Run 1, met3 routing:
Scale: 1 px per um.
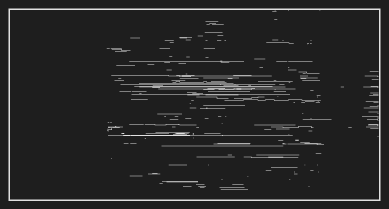
Run 1, sizing map:
Scale: 1.5 px per um.
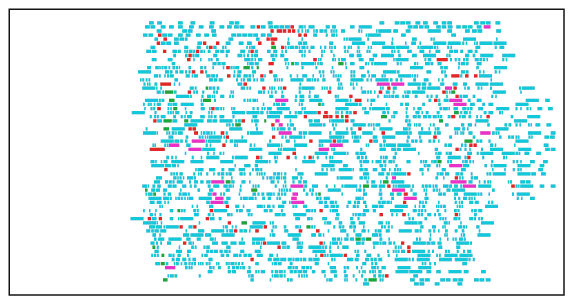
Run 1, the metal 2 layer:
Scale: 1 px per um. Cells faint in the background.
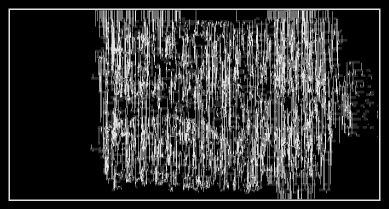
==> config.mk <==
export PLATFORM = sky130hd
export DESIGN_NAME = mult_div_unit
export DESIGN_NICKNAME = d
export VERILOG_FILES = /design/src/rtl/mult_div_unit.sv
export SDC_FILE = /design/constraint.sdc
export NUM_CORES = 1
export LEC_CHECK = 0
export CAP_MARGIN = 20
export CORE_ASPECT_RATIO = 0.5
export CORE_MARGIN = 5
export CORE_UTILIZATION = 24
export DETAILED_ROUTE_END_ITERATION = 7
export PLACE_DENSITY = 0.44
export SKIP_CTS_REPAIR_TIMING = 1
export SYNTH_ARGS = -nofsm -noshare
export SYNTH_HDL_FRONTEND = slang
export SYNTH_SLANG_ARGS = --single-unit
export TNS_END_PERCENT = 10
==> constraint.sdc <==
create_clock -name clock -period 4.12 [get_ports clock]
set_input_delay 1.236 -clock clock [delete_from_list [all_inputs] [get_ports clock]]
set_output_delay 1.236 -clock clock [all_outputs]
set_load 0.05 [all_outputs]
==> results.cfg, run 1 <==
; generated from flow reports
[run_status]
status = complete, no violations

[die]
initCoreUtil_pct = 24.4
pin_count = 171
die_y_um = 189
tapCellCount = 837
rows = 65
fp.dieW_um = 369
core_um2 = 63400

[detailed_routing]
dr_wl_met2_um = 30300
drt-initial-drc-count = 1433
wl_met1_um = 32100
drt-wirelength-per-cell_um = 22.4
drc = 0
met3_length_um = 3860
detail-route-antenna-nets = 0

[global_routing]
grt_overflow = 0
grt_pass1_wl_um = 99900
grt_pass1_vias = 15047
grt_max_degree = 72
top_usage_layer = met2
antenna_found_initial = 1
met1_usage_pct = 26.4

[worst_setup_path]
cpPeakStageDelay_ns = 0.42
cp.required_ns = 4.46
cp_num_buf_inv = 2
crit_path_start_kind = flip-flop
reg2reg_slack_ns = 0.41
slowest_stage = dfrtp_1
worstSetupPathDepth = 13
cp_max_fo = 5
path_class = reg -> reg
path_cells = inv_1 > ha_1 > inv_1 > fa_1 > a21o_1 > a221o_1 > o311ai_2 > o211ai_1 > a221o_1 > a21oi_1 > xor2_1 > o211ai_1 > a22o_1

[synth]
top_cells_by_count = o21ai_0 (217), a21oi_1 (211), nand2_1 (209)
ys.flops = 173
xor_area_share_pct = 10.1
syn_inst = 2020
yosys_cells = 2020
edf_count = 0
ys_types = 83
ys_sh_mux_pct = 3.95
yosys_warnings = 0
yosys.area_share.simple_pct = 19.7
flop_cell = dfrtp_1
synthAoiAreaFrac_pct = 27.3
yosysTopAreaCellShare_pct = 28.0
ys_chip_area_um2 = 15500
area_leaders = dfrtp_1 (28%), o21ai_0 (7.0%), a21oi_1 (6.8%)
synth.avg_cell_area_um2 = 7.65
yosys.area.top_type = dfrtp_1
ys_seq_share_pct = 28.0
fp_nets = 2196

[cells_and_area]
final_common_cell = o21ai_0
clkbuf_count = 18
flops = 173
sh_seq_area_pct = 22.5
fill_cells = 6830
non_clock_buffer_area_share_pct = 13.5
largestClassByArea = logic gates
inv_count = 68
flop_area_um2 = 4330
largest_reg_flops = 64
clock_cell_area_share_pct = 3.08
layout.area.comb_um2 = 10400
drive_above_1_share_pct = 8.86

[pwr]
pg_clk_mw = 1.72
p_per_area_nw_per_um2 = 695
maxPowerGroup = combinational logic
power_mw = 13.4
p_leak_nw = 8.04
p_seq_mw = 2.84
ir_worst_vdd_v = 0.000339
netSwitchingPower_mw = 6.92
comb_power_mw = 8.80

[place]
place_ws_ns = 0.00824
place.gp.congestion = 0.890
io_buffers = 170
place_hpwl_um = 54800

[cts]
cts_buffers = 17
root_buffer = clkbuf_16
clkSinkCount = 173
cts_tree = yes
path_clk_slew_ns = 0.08
clock.latency.late_pin_ns = 0.47

[flow_run]
max_cap_viol_count = 0

[min_path]
min_path_type = reg -> reg

[timing]
drv_slew = 0
finalSetupViolCount = 0
hold_violations = 0
fin_crit_sh_pct = 90.0
rsz0062_at_grt = no
fin_worst_skew_ns = 0.0152
worstMarginPinSlew_ns = 0.987
period_needed_ns = 3.71
## Picture notes: 'met3 routing'
nets with wire on the layer = 175
main direction = horizontal
share of all routed wire = 5.7%
wire length on this layer = 3860 um
longest straight run = 185 um
via count: 15.7k
met3 Usage GRT: 3.37%
drt total wl: 68200 um

## Picture notes: 'sizing map'
_0 and _1 cells -> cyan  # cells 2005, share 91%, most used o21ai_0
_6 and larger -> magenta  # cells 31, share 1.4%, most used clkbuf_16
_3 and _4 cells -> red  # cells 124, share 5.6%, most used buf_4
_2 cells -> green  # cells 40, share 1.8%, most used mux2_2
final worst slack: 0.411 ns
Syn-to-layout area delta: 24.4%
nonclk buf count: 284
final instance area: 19200 um^2

## Picture notes: 'the metal 2 layer'
nets with wire on the layer = 1875
longest straight run = 76.5 um
wire length on this layer = 30.3 mm
M2 GR Usage: 29.4%

[run 1: cell families after synthesis]
| family | count (synthesis) |
|---|---|
| fa+ha+maj | 72 |
| mux | 60 |
| buf+inv | 204 |
| xor+xnor | 175 |
| flops | 173 |
| compound gates | 695 |
| simple gates | 641 |
[run 1: metrics by stage]
step | util, % | area (um^2) | std cells
2_1_floorplan | - | 15500 | 2020
3_3_place_gp | 29.4 | 18600 | 3004
3_5_place_dp | 29.4 | 18600 | 3005
4_1_cts | 30.3 | 19200 | 3037
5_1_grt | 30.3 | 19200 | 3037
6_report | 30.3 | 19200 | 3038
[run 1: tightest hold or removal path, cell delays in order (launching register included)]
cell,delay (ns)
dfrtp_1,0.35
nand2_1,0.04
o21ai_0,0.06
==> run 1 -> run 2 <==
SKIP_CTS_REPAIR_TIMING = not set   (was 1)
Run 2, the metal 2 layer:
Scale: 1 px per um. Cells faint in the background.
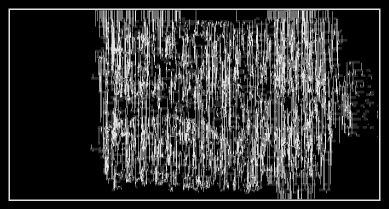
nets with wire on the layer = 1875
main direction = vertical

Run 2, gate-type map:
Scale: 1.5 px per um.
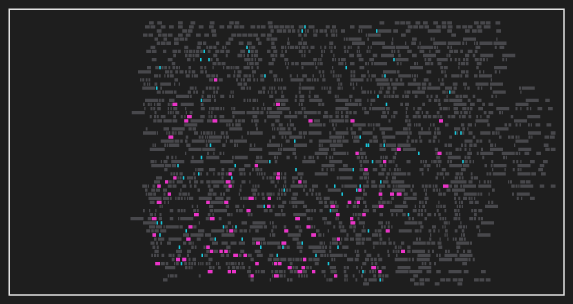
non-inverting ao/oa cells -> magenta  # cells 87, most used a21o_1
inv cells -> cyan  # cells 68, most used inv_1
logic gate fraction of the total cell area: 54.0%
Layout Cells excl Fill: 3038
Top cell excl fill/tap: o21ai_0

==> run 2 against run 1 <==
  * Global-route usage unchanged
  * Critical path depth unchanged
  * Non-clock buffer count is the same
  * Setup slack unchanged
  * Combinational power about the same
  * Die size did not move
  * Cell count stayed put
  * Clock skew unchanged
  * Design area stayed put
  * Synthesized area unchanged
  * Highest routed layer unchanged
==> results.cfg, run 2 <==
; generated from flow reports
[cts]
cts.path.max_buffers = 2
post_cts_buffers = 0
cts_buffers = 17
path_clk_slew_ns = 0.08
cts_tree = yes
cts_resized = 0
postCtsHoldBufs = 0
clock.latency.late_pin_ns = 0.47
htreeDepth = 4
root_buffer = clkbuf_16
clkSinkCount = 173

[global_routing]
grt_overflow = 0
grt_pass1_vias = 15047
antenna_found_initial = 1
met1_usage_pct = 26.4
track_usage_pct = 18.8
top_usage_layer = met2
grtUsageMet3_pct = 3.37
grt_use_met2_pct = 29.4
grt_max_degree = 72
grt_pass1_wl_um = 99900

[worst_setup_path]
worstSetupEndpointType = flip-flop
worstSetupPathDepth = 13
cp.required_ns = 4.46
r2r_cells = 13
path_class = reg -> reg
slowest_stage = dfrtp_1
crit_path_start_kind = flip-flop
path_cells = inv_1 > ha_1 > inv_1 > fa_1 > a21o_1 > a221o_1 > o311ai_2 > o211ai_1 > a221o_1 > a21oi_1 > xor2_1 > o211ai_1 > a22o_1
cp.arrival_ns = 4.05
cpPeakStageDelay_ns = 0.42
cp_num_buf_inv = 2
reg2reg_slack_ns = 0.41
cp_max_fo = 5
path_delay_family = AND-OR/OR-AND gates

[cells_and_area]
syn_to_final_growth_pct = 24.4
drive_above_1_share_pct = 8.86
final_cell_mix = o21ai_0 (217), a21oi_1 (209), nand2_1 (208), nor2_1 (179), dfrtp_1 (172)
final_nets = 2363
finalInstanceArea_um2 = 19200
largest_reg_flops = 64
fin_util_pct = 30.3

[timing]
fmax_mhz = 270
rsz0062_at_grt = no
fin_crit_sh_pct = 90.0
hold_ws_ns = 0.478
setup_tns_ns = 0
period_needed_ns = 3.71
finalSetupViolCount = 0
hold_violations = 0
fin_worst_skew_ns = 0.0152
worstMarginPinSlew_ns = 0.987
drv_slew = 0
slew-limit-headroom_pct = 34.1
layout_setup_ws_ns = 0.411

[pwr]
ir_worst_vdd_v = 0.000339
p_per_area_nw_per_um2 = 695
pwr-share-comb_pct = 65.9
p_seq_mw = 2.84
pg_clk_mw = 1.72
netSwitchingPower_mw = 6.92
seqPwrFrac_pct = 21.3
pwr-share-clk_pct = 12.9
switching_share_pct = 51.8
maxPowerGroup = combinational logic
comb_power_mw = 8.80
power_mw = 13.4
internal-power_mw = 6.45
p_leak_nw = 8.04

[die]
chipArea_um2 = 69900
fp.dieW_um = 369
rows = 65
pin_count = 171
die_y_um = 189
core_um2 = 63400
initCoreUtil_pct = 24.4

[detailed_routing]
drt-wirelength-per-cell_um = 22.4
first_pass_iters = 5
wl_um = 68200
dr.max_layer_used = met4
detail-route-antenna-nets = 0
via_count = 15696
wl_met1_um = 32100
met3_length_um = 3860
drc = 0
dr_wl_met2_um = 30300
avgViaCountPerCell = 5.17
drt-initial-drc-count = 1433

[run_status]
status = complete, no violations

[synth]
yosys.area.top_type = dfrtp_1
ys_chip_area_um2 = 15500
fp_nets = 2196
synth-async-reset-ratio_pct = 100
flop_cell = dfrtp_1
yosysTopAreaCellShare_pct = 28.0
ys_types = 83
yosys_cells = 2020
syn-cell-area_um2 = 15500
syn_inst = 2020
synth.avg_cell_area_um2 = 7.65
area_leaders = dfrtp_1 (28%), o21ai_0 (7.0%), a21oi_1 (6.8%)
yosys_warnings = 0
edf_count = 0
ys.flops = 173
most_common_cell = o21ai_0
top_cells_by_count = o21ai_0 (217), a21oi_1 (211), nand2_1 (209)
ys_seq_share_pct = 28.0

[place]
place_ws_ns = 0.00824
numPlacedInstances = 3005
placed_cell_area_um2 = 18600
place_hpwl_um = 54800
io_buffers = 170
place.gp.congestion = 0.890

[flow_run]
tool_warnings = 26
max_cap_viol_count = 0

[min_path]
min_path_type = reg -> reg
hold_depth = 2
Run 2, met3 routing:
Scale: 1 px per um.
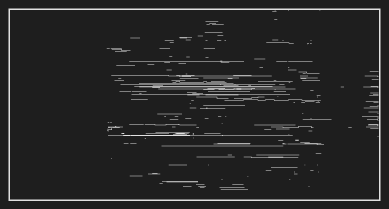
longest straight run = 185 um
wire length on this layer = 3860 um

-- run 2: cell counts in the layout (fill, tap and decap cells not counted) --
Identical to the previous run, type by type.
-- run 2: cell type report --
type | instances | area, um^2
tap | 837 | 1050
timing repair buffer | 284 | 2600
clock buffer | 18 | 439
fill | 6830 | 44200
inverter | 68 | 255
clock inverter | 14 | 153
sequential | 173 | 4330
antenna | 1 | 2.50
multi-input combinational | 1643 | 10400
-- run 2: logic make-up after synthesis --
group / count (synthesis) / share of synthesized area [%]
xor+xnor: 175 / 10.1
flops: 173 / 28.0
buf+inv: 204 / 5.09
simple gates: 641 / 19.7
fa+ha+maj: 72 / 5.93
mux: 60 / 3.95
compound gates: 695 / 27.3
Power and IR drop assume default switching activity.
